--- config.mk ---
export PLATFORM = sky130hd
export DESIGN_NAME = f3m_inv_sched
export DESIGN_NICKNAME = d
export VERILOG_FILES = /design/src/rtl/f3m_inv_sched_pkg.sv /design/src/rtl/f3m_inv_sched_rr_arbiter.sv /design/src/rtl/f3m_inv_sched.sv
export SDC_FILE = /design/constraint.sdc
export NUM_CORES = 1
export LEC_CHECK = 0
export ABC_AREA = 1
export CORE_AREA = 10 10 522 524
export DETAILED_ROUTE_END_ITERATION = 10
export DIE_AREA = 0 0 532 534
export GPL_ROUTABILITY_DRIVEN = 0
export PLACE_DENSITY = 0.36
export SKIP_CTS_REPAIR_TIMING = 1
export SLEW_MARGIN = 20
export SYNTH_ARGS = -nofsm -noshare
export SYNTH_HDL_FRONTEND = slang
export SYNTH_SLANG_ARGS = --single-unit
--- constraint.sdc ---
create_clock -name clk -period 2.6 [get_ports clk]
set_input_delay 0.52 -clock clk [delete_from_list [all_inputs] [get_ports clk]]
set_output_delay 0.52 -clock clk [all_outputs]
set_load 0.005 [all_outputs]
--- src/rtl/f3m_inv_sched_pkg.sv ---
// Definitions shared by the f3m operation schedulers: field width, zero element, FSM states.
package f3m_inv_sched_pkg;

  localparam int M   = 97;
  localparam int LEN = 2 * M;

  localparam logic [LEN-1:0] F3M_ZERO = {LEN{1'b0}};

  typedef enum logic [2:0] {
    ST_IDLE  = 3'd0,
    ST_LOAD  = 3'd1,
    ST_START = 3'd2,
    ST_WAIT  = 3'd3,
    ST_DONE  = 3'd4
  } sched_state_t;

  function automatic logic f3m_is_zero(input logic [LEN-1:0] v);
    return v == F3M_ZERO;
  endfunction

endpackage

--- src/rtl/f3m_inv_sched_rr_arbiter.sv ---
// Combinational round-robin pick: first set request at or after ptr_i, ascending with wrap.
// Zero latency; the caller registers the winner.
module f3m_inv_sched_rr_arbiter
  import f3m_inv_sched_pkg::*;
#(
  parameter int NREQ = 4,
  parameter int IW   = $clog2(NREQ)
) (
  input  logic [NREQ-1:0] req_i,
  input  logic [IW-1:0]   ptr_i,
  output logic [NREQ-1:0] gnt_o,
  output logic [IW-1:0]   idx_o,
  output logic            vld_o
);

  logic [IW-1:0] cand;
  logic          found;

  always_comb begin
    gnt_o = '0;
    idx_o = '0;
    vld_o = 1'b0;
    cand  = '0;
    found = 1'b0;
    for (int k = 0; k < NREQ; k++) begin
      cand = IW'((int'(ptr_i) + k) % NREQ);
      if (!found && req_i[cand]) begin
        found       = 1'b1;
        vld_o       = 1'b1;
        idx_o       = cand;
        gnt_o[cand] = 1'b1;
      end
    end
  end

endmodule

--- src/rtl/f3m_inv_sched.sv ---
// Round-robin time-sharing of one external GF(3^m) inverter; zero operands bypass it with err.
// Latency INV_CYCLES+4 clocks (3 for a zero operand); requests are only sampled in IDLE.
module f3m_inv_sched
  import f3m_inv_sched_pkg::*;
#(
  parameter int NREQ       = 4,
  parameter int INV_CYCLES = 200
) (
  input  logic                clk,
  input  logic                reset,
  input  logic [NREQ-1:0]     req,
  input  logic [NREQ*LEN-1:0] operand,
  output logic [NREQ-1:0]     grant,
  output logic [NREQ-1:0]     done,
  output logic [LEN-1:0]      result,
  output logic                err,
  output logic                busy,
  output logic [LEN-1:0]      inv_a,
  output logic                inv_start,
  input  logic [LEN-1:0]      inv_c
);

  localparam int IW = $clog2(NREQ);
  localparam int CW = $clog2(INV_CYCLES + 1);

  sched_state_t    state_q, state_d;
  logic [IW-1:0]   ptr_q, ptr_d;
  logic [IW-1:0]   idx_q, idx_d;
  logic [NREQ-1:0] grant_q, grant_d;
  logic [NREQ-1:0] done_q, done_d;
  logic [CW-1:0]   cnt_q, cnt_d;
  logic [LEN-1:0]  inv_a_q, inv_a_d;
  logic [LEN-1:0]  result_q, result_d;
  logic            zero_q, zero_d;
  logic            err_q, err_d;

  logic [NREQ-1:0] arb_gnt;
  logic [IW-1:0]   arb_idx;
  logic            arb_vld;
  logic [LEN-1:0]  sel_op;

  f3m_inv_sched_rr_arbiter #(
    .NREQ (NREQ),
    .IW   (IW)
  ) u_arb (
    .req_i (req),
    .ptr_i (ptr_q),
    .gnt_o (arb_gnt),
    .idx_o (arb_idx),
    .vld_o (arb_vld)
  );

  assign sel_op = operand[int'(idx_q)*LEN +: LEN];

  always_comb begin
    state_d  = state_q;
    ptr_d    = ptr_q;
    idx_d    = idx_q;
    grant_d  = grant_q;
    done_d   = '0;
    cnt_d    = cnt_q;
    inv_a_d  = inv_a_q;
    result_d = result_q;
    zero_d   = zero_q;
    err_d    = 1'b0;
    case (state_q)
      ST_IDLE: begin
        if (arb_vld) begin
          idx_d   = arb_idx;
          grant_d = arb_gnt;
          state_d = ST_LOAD;
        end
      end
      ST_LOAD: begin
        inv_a_d = sel_op;
        zero_d  = f3m_is_zero(sel_op);
        state_d = f3m_is_zero(sel_op) ? ST_DONE : ST_START;
      end
      ST_START: begin
        cnt_d   = '0;
        state_d = ST_WAIT;
      end
      ST_WAIT: begin
        cnt_d = cnt_q + 1'b1;
        if (cnt_q == CW'(INV_CYCLES - 1)) begin
          state_d = ST_DONE;
        end
      end
      ST_DONE: begin
        // Zero operands never reach the inverter, so inv_c is meaningless for them.
        result_d = zero_q ? F3M_ZERO : inv_c;
        done_d   = grant_q;
        err_d    = zero_q;
        grant_d  = '0;
        ptr_d    = (idx_q == IW'(NREQ - 1)) ? '0 : idx_q + 1'b1;
        state_d  = ST_IDLE;
      end
      default: begin
        state_d = ST_IDLE;
        grant_d = '0;
      end
    endcase
  end

  always_ff @(posedge clk or negedge reset) begin
    if (!reset) begin
      state_q  <= ST_IDLE;
      ptr_q    <= '0;
      idx_q    <= '0;
      grant_q  <= '0;
      done_q   <= '0;
      cnt_q    <= '0;
      inv_a_q  <= '0;
      result_q <= '0;
      zero_q   <= 1'b0;
      err_q    <= 1'b0;
    end else begin
      state_q  <= state_d;
      ptr_q    <= ptr_d;
      idx_q    <= idx_d;
      grant_q  <= grant_d;
      done_q   <= done_d;
      cnt_q    <= cnt_d;
      inv_a_q  <= inv_a_d;
      result_q <= result_d;
      zero_q   <= zero_d;
      err_q    <= err_d;
    end
  end

  assign grant     = grant_q;
  assign done      = done_q;
  assign result    = result_q;
  assign err       = err_q;
  assign busy      = (state_q != ST_IDLE);
  assign inv_a     = inv_a_q;
  assign inv_start = (state_q == ST_START);

endmodule

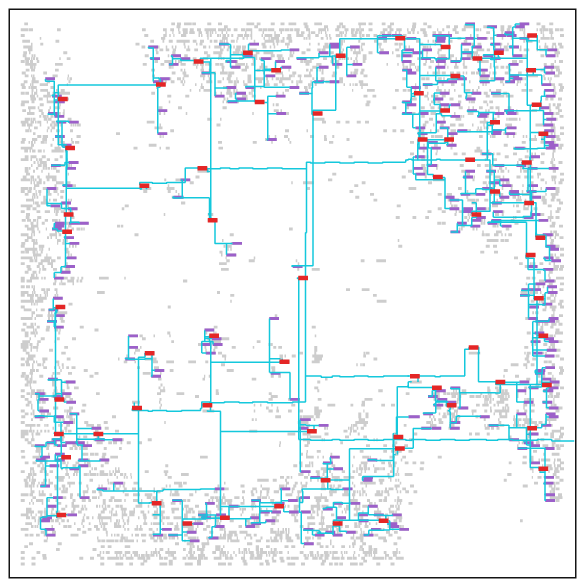
**Above:** clock wires, drivers and flops.
legend:
  purple:
    item: flip-flops
    count: 413
  red:
    item: clock drivers
    count: 68
  cyan:
    item: clock wires
    length: 10400 µm
routed clock nets: 69
flops lie: spread over the die
Max Clock Skew: 47.6 ps
Clk. pwr: 10.3 mW

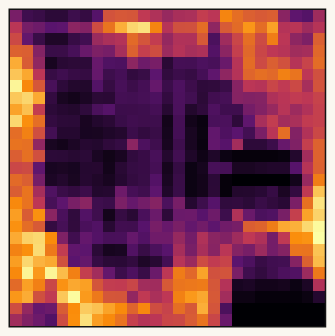
**Above:** signal metal coverage by tile.
The die is cut into 27 by 27 equal tiles; black is low, pale yellow is high, scaled to the fullest tile. Values are wire area over tile area, all layers added.
tiles over half the peak: 31%
nearly empty tiles: 4.3%
fullest tile: 0.41
emptiest ninth of the die: middle
mean over tiles: 0.15
densest ninth of the die: bottom left
via count: 30220
WL final: 251 mm

==> flow_summary.toml <==
# generated from flow reports
[status]
run_status = "finished, violations left"
violations = "setup timing"

[sta]
finalWorstSetupSlack_ps = -355
timing.final.max_slew_violations = 0
maxClockFrequency_mhz = 338
report.final.hold_viol_count = 0
timing.final.crit_period_ps = 2950
grt_setup_unrepaired = "true"
timing.slew.headroom_pct = 49.7
fin_crit_sh_pct = 114
setup-violations-final = 3

[layout]
area_growth_syn_to_layout_pct = 104
final-nonclk-buf-share_pct = 37.0
comb_area_share_pct = 25.2
clockNetworkAreaShare_pct = 5.32
clock_buffer_count = 87
final-comb-area_mm2 = 0.0116
post_route_cells_drive_above_1_share_pct = 11.2
n_sequential_cell = 413
antenna-diode-count = 34
final_common_cell = "nand2_1"
area.sequential_mm2 = 0.0103
count_of_plain_and_timing_repair_buffers_in_the_layout = 1670
utilization_pct = 17.6
layout_top_cells_excl_fill_tap = "nand2_1 (1623), clkdlybuf4s50_1 (1368), dfrtp_1 (411)"

[pwr]
intPower_mw = 14.2
comb_power_share_pct = 13.6
report.power.total_mw = 19.3
p_clk_share_pct = 53.2
p_switching_mw = 5.17
total_leakage_power_nw = 19.6
power.share.switching_pct = 26.7
sequential_share_of_power_pct = 33.2
max-vdd-ir-drop_v = 0.000388
power.density_mw_per_mm2 = 420
p_seq_mw = 6.43

[yosys]
postSynthNetCount = 4303
synthTopLogicFamily = "simple AND/OR/NAND/NOR gates"
syn_area_mm2 = 0.0226
ys_sh_adder_pct = 0.553
post_synth_main_area_contributors = "dfrtp_1 (46%), nand2_1 (28%), o21ai_0 (9.1%), nand3_1 (8.8%), clkbuf_1 (2.4%)"
post_synth_mux_area_share_pct = 0
ys_seq_share_pct = 45.7
ys_cells = 3317
post_synth_ao_oa_area_fraction_pct = 9.83
synth_cell_types = 29
yosys.area_share.simple_pct = 38.5
yosys.area.top_type_share_pct = 45.7
synth-edff-count = 0
synth_top_cell_by_area = "dfrtp_1"
yosys_area_mm2 = 0.0226
synth_top_cell_by_count = "nand2_1"
synth_top_flop_cell = "dfrtp_1"
syn-instance-count = 3317

[min_path]
worst_hold_path.endpoint = "result[126]"
hp-class = "primary input to register"
worstHoldPathCells = 3
hp-start = "inv_c[126]"

[clock_network]
cts_max_path_bufs = 3
worst_setup_hold_path_clk_slew_ps = 60
htree_num_levels = 3
clock-sinks = 413
tritoncts = "yes"

[setup_path]
critical_path.n_buffers_inverters = 5
crit_path_start_kind = "register"
slowest_delay_ps = 610
worst_setup_path_end_kind = "register"
largest_driver_fanout_on_the_critical_path = 22
timing.critical_path.cells = "clkinv_16 -> buf_12 -> buf_12 -> nand2_1 -> nand3_1 -> nand2_2 -> nand2_1 -> nor2_2 -> nand2_2 -> nor2_4 -> nand2_1 -> nor2_2 -> buf_4 -> nand3_4 -> buf_6 -> nand2_1 -> nand3_1"
cp_data_arrival_time_ps = 3500
worstSetupStartpoint = "idx_q[0]"
cell_at_the_slowest_stage_of_the_critical_path = "dfrtp_4"
cp_num_cells = 17
reg_to_reg_setup_timing_slack_ps = -350
path_common_cell = "nand2_1"

[routing]
routed_wire_length_per_instance_um = 29.8
remaining_drc_errors = 0
dr.first_iter.drc_count = 2153
drt_first_pass_iters = 7

[placed_design]
io_buffers = 1374

[die]
well_tap_count = 3515

[global_routing]
initial_antenna_violation_count = 173
via_count_of_the_first_global_routing_pass = 31050
grt_first_pass_wirelength_mm = 317
grtUsageTotal_pct = 16.6

[job]
max-cap-violations = 0
openroad.warnings = 34
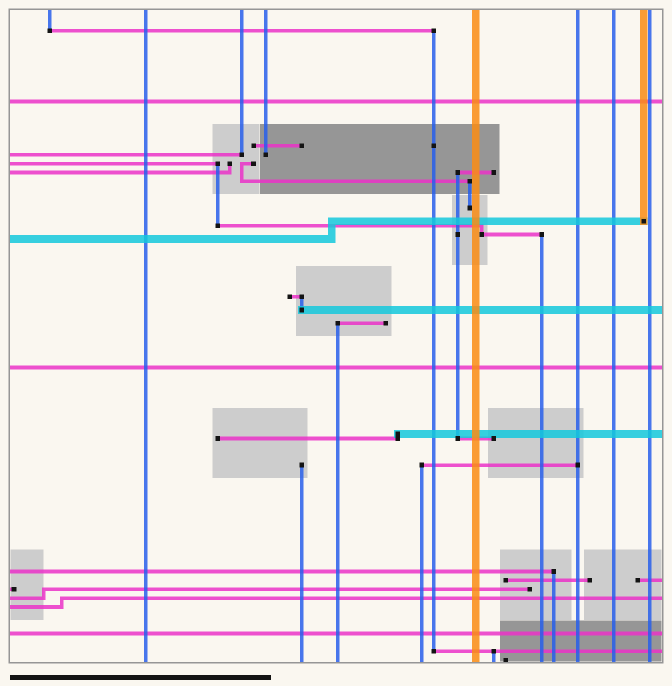
**Above:** a small window of the routed layout.
Bar = 10 µm. Window x 254 to 279, y 148 to 173 µm. Cells in gray, sequential cells in the stronger gray; small squares are vias.
legend:
  magenta:
    layer: metal 1
  orange:
    layer: metal 4
  cyan:
    layer: metal 3
  blue:
    layer: metal 2
most frequent: clkdlybuf4s50_1 (3)
cells with their middle in the window: 8
netlist names of flops here include: idx_q (1), inv_a (1)
sequential cells in the window: 2

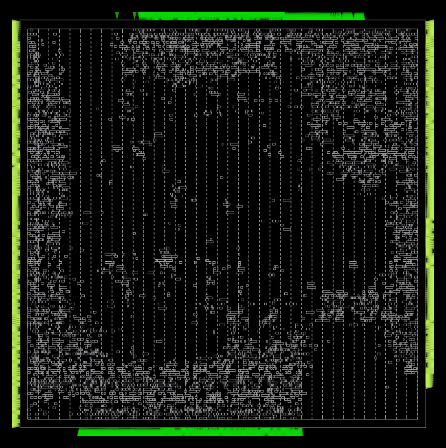
**Above:** placement view.
flop share of the area: 22.4%
Rows: 188

[stage by stage]
| stage | setup TNS (ps) | instances | hold slack, ps | area (µm²) | setup slack (ps) |
|---|---|---|---|---|---|
| floorplan | 0 | 3317 | 224 | 22600 | 504 |
| global placement | -4330 | 8234 | 466 | 42400 | -1520 |
| detailed placement | -4110 | 8234 | 471 | 42400 | -1410 |
| CTS | -5140 | 8354 | -208 | 44900 | -1430 |
| global route | -2020 | 8395 | 349 | 46100 | -500 |
| finish | -979 | 8419 | 400 | 46100 | -355 |
[per-layer routing]
metal  up-vias  wire, µm  GRT usage [%]
li1      13733         -              -
met1     14562     97100           19.1
met2      1465    123000           29.3
met3       348     24000           6.40
met4       112      5750           2.91
met5         -       731              0
Power and IR drop assume default switching activity.
